$ cat src/rtl/addsub_7seg_pkg.sv
// -----------------------------------------------------------------------------
// addsub_7seg_pkg
// Shared definitions for the add/sub 7-segment readout block:
//   - state_t       : controller states (IDLE, CALC, CONV, FIN)
//   - SEG_BLANK     : all segments off
//   - SEG_MINUS     : segment g only, used as the sign digit
//   - HEX_SEG_TABLE : hex nibble to segment pattern, seg[0]=a .. seg[6]=g,
//                     active-high
// -----------------------------------------------------------------------------
package addsub_7seg_pkg;

    typedef enum logic [1:0] {
        ST_IDLE = 2'd0,
        ST_CALC = 2'd1,
        ST_CONV = 2'd2,
        ST_FIN  = 2'd3
    } state_t;

    localparam logic [6:0] SEG_BLANK = 7'b0000000;
    localparam logic [6:0] SEG_MINUS = 7'b1000000;

    // Entry [n] is the pattern for nibble n; the list runs F down to 0.
    localparam logic [15:0][6:0] HEX_SEG_TABLE = {
        7'b1110001,  // F
        7'b1111001,  // E
        7'b1011110,  // d
        7'b0111001,  // C
        7'b1111100,  // b
        7'b1110111,  // A
        7'b1101111,  // 9
        7'b1111111,  // 8
        7'b0000111,  // 7
        7'b1111101,  // 6
        7'b1101101,  // 5
        7'b1100110,  // 4
        7'b1001111,  // 3
        7'b1011011,  // 2
        7'b0000110,  // 1
        7'b0111111   // 0
    };

endpackage

$ cat src/rtl/addsub_7seg_scan_seg7_decode.sv
// -----------------------------------------------------------------------------
// seg7_decode
// Combinational hex nibble to 7-segment pattern decoder.
//   nibble : 4-bit value to display
//   seg    : active-high segment pattern, seg[0]=a .. seg[6]=g
// -----------------------------------------------------------------------------
module seg7_decode
    import addsub_7seg_pkg::*;
(
    input  logic [3:0] nibble,
    output logic [6:0] seg
);

    // Table lookup of the segment pattern
    always_comb begin
        seg = HEX_SEG_TABLE[nibble];
    end

endmodule

$ cat src/rtl/addsub_7seg_scan.sv
// -----------------------------------------------------------------------------
// addsub_7seg_scan
// Signed WIDTH-bit adder/subtractor feeding a time-multiplexed DIGITS-digit
// 7-segment display. Operands are latched on start; the result magnitude is
// converted to BCD by shift-and-add-3 (one bit per cycle) and shown with a
// sign digit in the most significant position.
//
// Ports:
//   clk, rst : clock (rising edge), synchronous active-high reset
//   a, b, s  : signed operands and operation select (0 = a+b, 1 = a-b)
//   start    : request, only sampled while idle
//   busy     : high during CALC and CONV
//   done     : one-cycle pulse when the displayed result updates
//   ovf      : signed overflow of the last completed operation
//   seg, an  : segment pattern and one-hot digit enable (an[0] = LS digit)
//
// Build option ADDSUB_7SEG_HEX_EN: skip BCD conversion and show the raw
// two's-complement result in hex (sign digit always blank).
// -----------------------------------------------------------------------------
module addsub_7seg_scan
    import addsub_7seg_pkg::*;
#(
    parameter int WIDTH    = 8,
    parameter int DIGITS   = 4,
    parameter int SCAN_DIV = 50000
) (
    input  logic              clk,
    input  logic              rst,
    input  logic [WIDTH-1:0]  a,
    input  logic [WIDTH-1:0]  b,
    input  logic              s,
    input  logic              start,
    output logic              busy,
    output logic              done,
    output logic              ovf,
    output logic [6:0]        seg,
    output logic [DIGITS-1:0] an
);

    localparam int BCD_W = (DIGITS - 1) * 4;
    localparam int CNT_W = $clog2(WIDTH);
    localparam int PRE_W = (SCAN_DIV > 1) ? $clog2(SCAN_DIV) : 1;
    localparam int IDX_W = (DIGITS > 1) ? $clog2(DIGITS) : 1;

    localparam logic [CNT_W-1:0] CNT_LAST = CNT_W'(WIDTH - 1);
    localparam logic [PRE_W-1:0] PRE_LAST = PRE_W'(SCAN_DIV - 1);
    localparam logic [IDX_W-1:0] IDX_LAST = IDX_W'(DIGITS - 1);

    // Controller state
    state_t             state_r;
    logic [WIDTH-1:0]   a_r;
    logic [WIDTH-1:0]   b_r;
    logic               s_r;
    logic [WIDTH-1:0]   mag_r;
    logic               neg_r;
    logic               ovf_pend_r;
    logic [BCD_W-1:0]   bcd_r;
    logic [CNT_W-1:0]   cnt_r;
    logic               busy_r;
    logic               done_r;
    logic               ovf_r;
    logic [BCD_W-1:0]   disp_r;
    logic               disp_neg_r;

    // Scan state
    logic [PRE_W-1:0]   pre_r;
    logic [IDX_W-1:0]   idx_r;
    logic [DIGITS-1:0]  an_r;
    logic [6:0]         seg_r;

    // Combinational datapath
    logic [WIDTH-1:0]       b_eff_s;
    logic [WIDTH-1:0]       r_s;
    logic                   ovf_s;
    logic [WIDTH-1:0]       mag_s;
    logic [BCD_W-1:0]       bcd_adj_s;
    logic [BCD_W+WIDTH-1:0] cat_s;
    logic [BCD_W+WIDTH-1:0] shift_s;
    logic [BCD_W-1:0]       bcd_next_s;
    logic [WIDTH-1:0]       mag_next_s;
    logic [3:0]             nibble_s;
    logic [6:0]             dec_s;
    logic [6:0]             seg_sel_s;
`ifdef ADDSUB_7SEG_HEX_EN
    logic [BCD_W-1:0]       hex_s;
`endif

    // Add/subtract, signed overflow and sign/magnitude split
    always_comb begin
        if (s_r) begin
            b_eff_s = ~b_r + WIDTH'(1);
        end else begin
            b_eff_s = b_r;
        end
        r_s   = a_r + b_eff_s;
        ovf_s = (a_r[WIDTH-1] == b_eff_s[WIDTH-1]) && (r_s[WIDTH-1] != a_r[WIDTH-1]);
        // Most negative value negates to itself, which read unsigned is 2^(WIDTH-1)
        if (r_s[WIDTH-1]) begin
            mag_s = ~r_s + WIDTH'(1);
        end else begin
            mag_s = r_s;
        end
    end

`ifdef ADDSUB_7SEG_HEX_EN
    // Raw result zero-extended onto the digit nibbles
    always_comb begin
        hex_s = BCD_W'(r_s);
    end
`endif

    // One double-dabble step: add 3 to each nibble >= 5, then shift in the next magnitude bit
    always_comb begin
        bcd_adj_s = bcd_r;
        for (int i = 0; i < DIGITS - 1; i++) begin
            if (bcd_r[4*i +: 4] >= 4'd5) begin
                bcd_adj_s[4*i +: 4] = bcd_r[4*i +: 4] + 4'd3;
            end else begin
                bcd_adj_s[4*i +: 4] = bcd_r[4*i +: 4];
            end
        end
        cat_s      = {bcd_adj_s, mag_r};
        shift_s    = {cat_s[BCD_W+WIDTH-2:0], 1'b0};
        bcd_next_s = shift_s[BCD_W+WIDTH-1:WIDTH];
        mag_next_s = shift_s[WIDTH-1:0];
    end

    // Controller: operand latch, calculation, conversion and display load
    always_ff @(posedge clk) begin
        if (rst) begin
            state_r    <= ST_IDLE;
            a_r        <= '0;
            b_r        <= '0;
            s_r        <= 1'b0;
            mag_r      <= '0;
            neg_r      <= 1'b0;
            ovf_pend_r <= 1'b0;
            bcd_r      <= '0;
            cnt_r      <= '0;
            busy_r     <= 1'b0;
            done_r     <= 1'b0;
            ovf_r      <= 1'b0;
            disp_r     <= '0;
            disp_neg_r <= 1'b0;
        end else begin
            done_r <= 1'b0;
            case (state_r)
                ST_IDLE: begin
                    if (start) begin
                        a_r     <= a;
                        b_r     <= b;
                        s_r     <= s;
                        busy_r  <= 1'b1;
                        state_r <= ST_CALC;
                    end else begin
                        state_r <= ST_IDLE;
                    end
                end
                ST_CALC: begin
                    mag_r      <= mag_s;
                    neg_r      <= r_s[WIDTH-1];
                    ovf_pend_r <= ovf_s;
                    bcd_r      <= '0;
                    cnt_r      <= '0;
`ifdef ADDSUB_7SEG_HEX_EN
                    busy_r     <= 1'b0;
                    done_r     <= 1'b1;
                    ovf_r      <= ovf_s;
                    disp_r     <= hex_s;
                    disp_neg_r <= 1'b0;
                    state_r    <= ST_FIN;
`else
                    state_r    <= ST_CONV;
`endif
                end
                ST_CONV: begin
                    bcd_r <= bcd_next_s;
                    mag_r <= mag_next_s;
                    cnt_r <= cnt_r + CNT_W'(1);
                    // Display loads with the final step's result so done and
                    // the new digits appear in the same cycle
                    if (cnt_r == CNT_LAST) begin
                        busy_r     <= 1'b0;
                        done_r     <= 1'b1;
                        ovf_r      <= ovf_pend_r;
                        disp_r     <= bcd_next_s;
                        disp_neg_r <= neg_r;
                        state_r    <= ST_FIN;
                    end else begin
                        state_r <= ST_CONV;
                    end
                end
                ST_FIN: begin
                    state_r <= ST_IDLE;
                end
                default: begin
                    busy_r  <= 1'b0;
                    state_r <= ST_IDLE;
                end
            endcase
        end
    end

    // Scan mux: pick the nibble (or sign pattern) for the current digit index
    always_comb begin
        nibble_s = 4'd0;
        for (int i = 0; i < DIGITS - 1; i++) begin
            if (idx_r == IDX_W'(i)) begin
                nibble_s = disp_r[4*i +: 4];
            end else begin
                nibble_s = nibble_s;
            end
        end
        if (idx_r == IDX_LAST) begin
            if (disp_neg_r) begin
                seg_sel_s = SEG_MINUS;
            end else begin
                seg_sel_s = SEG_BLANK;
            end
        end else begin
            seg_sel_s = dec_s;
        end
    end

    seg7_decode u_decode (
        .nibble (nibble_s),
        .seg    (dec_s)
    );

    // Free-running prescaler, digit index and registered display drive
    always_ff @(posedge clk) begin
        if (rst) begin
            pre_r <= '0;
            idx_r <= '0;
            an_r  <= DIGITS'(1'b1);
            seg_r <= HEX_SEG_TABLE[4'd0];
        end else begin
            if (pre_r == PRE_LAST) begin
                pre_r <= '0;
                if (idx_r == IDX_LAST) begin
                    idx_r <= '0;
                end else begin
                    idx_r <= idx_r + IDX_W'(1);
                end
            end else begin
                pre_r <= pre_r + PRE_W'(1);
                idx_r <= idx_r;
            end
            an_r  <= DIGITS'(1'b1) << idx_r;
            seg_r <= seg_sel_s;
        end
    end

    assign busy = busy_r;
    assign done = done_r;
    assign ovf  = ovf_r;
    assign seg  = seg_r;
    assign an   = an_r;

endmodule
$ cat config.mk
export PLATFORM = sky130hd
export DESIGN_NAME = addsub_7seg_scan
export DESIGN_NICKNAME = d
export VERILOG_FILES = /design/src/rtl/addsub_7seg_pkg.sv /design/src/rtl/addsub_7seg_scan_seg7_decode.sv /design/src/rtl/addsub_7seg_scan.sv
export SDC_FILE = /design/constraint.sdc
export NUM_CORES = 1
export LEC_CHECK = 0
export ABC_AREA = 1
export CAP_MARGIN = 10
export CELL_PAD_IN_SITES_DETAIL_PLACEMENT = 1
export CELL_PAD_IN_SITES_GLOBAL_PLACEMENT = 2
export CORE_ASPECT_RATIO = 0.7
export CORE_UTILIZATION = 30
export CTS_CLUSTER_DIAMETER = 30
export DETAILED_ROUTE_END_ITERATION = 8
export PLACE_DENSITY = 0.87
export SLEW_MARGIN = 15
export SYNTH_ARGS = -nofsm -noshare
export SYNTH_HDL_FRONTEND = slang
export SYNTH_SLANG_ARGS = --single-unit
$ cat constraint.sdc
create_clock -name clk -period 2.3 [get_ports clk]
set_input_delay 0.23 -clock clk [delete_from_list [all_inputs] [get_ports clk]]
set_output_delay 0.23 -clock clk [all_outputs]
set_load 0.02 [all_outputs]
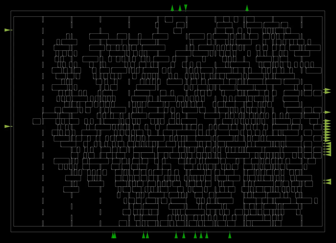
(images/placement.png)
fraction of area in registers: 29.4%
n_taps: 195
core outline area: 14,900 µm²
number of placement rows: 37
post-layout util: 40.8%

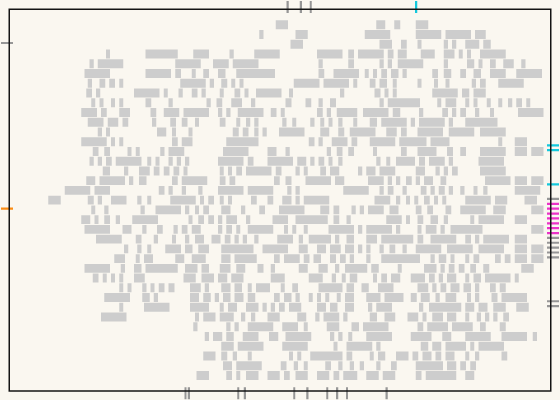
(images/io_placement.png)
Pins as bars across the die edge, other pins in gray.
Key: seg = magenta [pins 7, direction output, edge right]; an = cyan [pins 4, direction output, edge 3 right, 1 top]; rst = orange [pins 1, direction input, edge left]
die outline height: 106 µm
die boundary width: 151 µm

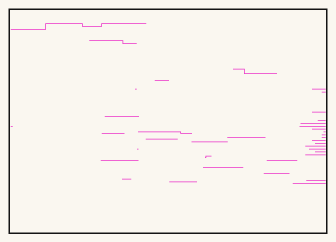
(images/layer_met3.png)
The layer carries 428 µm of wire. The layer holds 3.2% of the routed length.
via count: 4,377
grt met3 use: 3.82%
sum of routed wire length over all layers: 13,500 µm

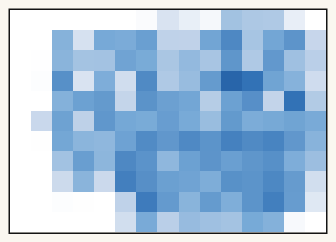
(images/cell_density.png)
The die is cut into 15 by 11 equal tiles; white is low, dark blue is high, 0 to 100% covered.
The emptiest ninth of the die: bottom left. The fullest tile reaches 79%. 0.60% of the tiles are over 75% full. The mean over all tiles is 37%.
Floorplan Utilization: 31.2%

==> summary.json <==
{
  "outcome": "finished with violations",
  "violations": "setup timing",
  "clock.fmax_mhz": 380,
  "layout-drive-gt1-share_pct": 19.5,
  "ys_seq_elements": 89,
  "post_synth_main_area_contributors": "sky130_fd_sc_hd__dfxtp_1 38%, sky130_fd_sc_hd__nand2_1 9.5%, sky130_fd_sc_hd__ha_1 8.1%",
  "critical_path.max_stage_delay_ps": 370,
  "dieArea_um2": 16000,
  "first_global_vias": 4503,
  "route.met3.wl_um": 427,
  "ys_types": 40,
  "setup-tns-final_ps": -2360,
  "nets": 770,
  "edff_count_synth": 0,
  "final.setup.worst_slack_ps": -330,
  "finClkSkew_ps": 7.42,
  "post-route-drc-count": 0,
  "path_class": "reg -> reg",
  "min_path_type": "reg -> reg",
  "largest_net_degree_at_the_start_of_global_routing": 37,
  "cp_num_buf_inv": 2,
  "p_seq_share_pct": 38.1,
  "synth.yosys.chip_area_um2": 4650,
  "period_needed_ps": 2630,
  "setup_viol_count_final": 9,
  "drt_pre_antenna_iters": 4,
  "antenna_violating_nets_post_route": 0,
  "clk_pin_slew_ps": 60,
  "slew_viol_final": 0,
  "post-synth-top-count-cell": "sky130_fd_sc_hd__nand2_1",
  "grtUsageTotal_pct": 17.4,
  "grt_remaining_overflow": 0,
  "cts-htree-levels": 3,
  "netlist_area_um2": 4650,
  "p_clk_share_pct": 36.5,
  "path_common_cell": "sky130_fd_sc_hd__nand2_2",
  "stage_log_warnings": 41
}
power by group through the flow:
stage          sequential [W]  combinational, W  clock (W)
6_report              0.00165           0.00110    0.00158
5_1_grt               0.00165           0.00121    0.00169
4_1_cts               0.00164          0.000906    0.00162
3_5_place_dp          0.00168          0.000849          0
3_3_place_gp          0.00167          0.000816          0
2_1_floorplan         0.00167          0.000509          0
final cells by class:
cell class,count,area [µm²]
multi-input cells,455,2740
clock inverters,5,80.1
repair buffers,77,668
well taps,195,244
fillers,1843,8820
flip-flops and latches,89,1790
inverters,87,332
clock buffers,11,233
path summary, 6_finish.rpt:
kind,startpoint,endpoint,slack (ps),depth (start not counted)
worst max-delay path,b_r[0],mag_r[3],-330,16
worst min-delay path,mag_r[2],mag_r[2],470,2
worst max register to register,b_r[0],mag_r[3],-330,16
worst min register to register,mag_r[2],mag_r[2],470,2
stage by stage:
step	instances	power, W	setup WS (ps)	utilization [%]
2_1_floorplan	648	0.00218	-30.0	-
3_5_place_dp	894	0.00253	-283	36.4
5_1_grt	919	0.00455	-474	40.8
6_report	919	0.00433	-330	40.8
4_1_cts	910	0.00417	-233	39.0
3_3_place_gp	894	0.00249	-147	36.4
per-layer routing:
metal	vias up	GRT usage, %
li1	2232	-
met1	2085	23.1
met2	51	28.1
met3	9	3.82
met4	0	5.00
met5	-	0
timing repair:
item | in CTS | in global routing
buffers inserted | 0 | 10
resized | 16 | 56
hold endpoints to repair | 0 | 0
endpoints found under the setup margin | 9 | 16
pin swaps | 7 | 34
registers in the layout, summed over array words and instances (netlist names):
register and count:
ovf 1, disp_r 12, busy 1, idx_r 2
an 4, mag_r 8, neg_r 1, done 1
disp_neg_r 1, seg 7, ovf_pend_r 1, pre_r 16
s_r 1, state_r 2, b_r 8, cnt_r 3
a_r 8, bcd_r 12
worst reg2reg max path, delay by kind of cell (launching register included):
kind                     cells  cell delay [ps]
AND/OR/NAND/NOR             10             1030
adder cells (fa/ha/maj)      1              370
flip-flops                   1              360
buffers and inverters        2              310
AND-OR/OR-AND                2              250
XOR/XNOR                     1              180
cell families (layout without fill, tap and decap cells):
kind of cell    count (synthesis)  after routing  share of synthesized area [%]
simple gates                  272            272                           25.6
compound gates                134            134                           15.6
buf+inv                       104            180                           8.46
flops                          89             89                           38.4
fa+ha+maj                      31             31                           8.51
xor+xnor                       18             18                           3.39
layout by cell type, fill, tap and decap left out, drive strengths merged, types with 2 or more instances in the layout:
cell | netlist | routed
a211oi | 3 | 3
nor3 | 10 | 10
o21a | 3 | 3
nand2 | 125 | 125
or2 | 3 | 3
nor4 | 2 | 2
nand3 | 38 | 38
clkinv | 1 | 2
clkbuf | 14 | 11
xor2 | 15 | 15
dfxtp | 89 | 89
clkdlybuf4s50 | 0 | 33
a21oi | 61 | 61
o211ai | 4 | 4
xnor2 | 3 | 3
buf | 3 | 44
bufinv | 0 | 2
o22ai | 2 | 2
nand4 | 5 | 5
o21ai | 55 | 55
clkinvlp | 0 | 2
inv | 86 | 86
nor2 | 88 | 88
ha | 30 | 30
No activity file was given, so power comes from the tool's default toggle rates.
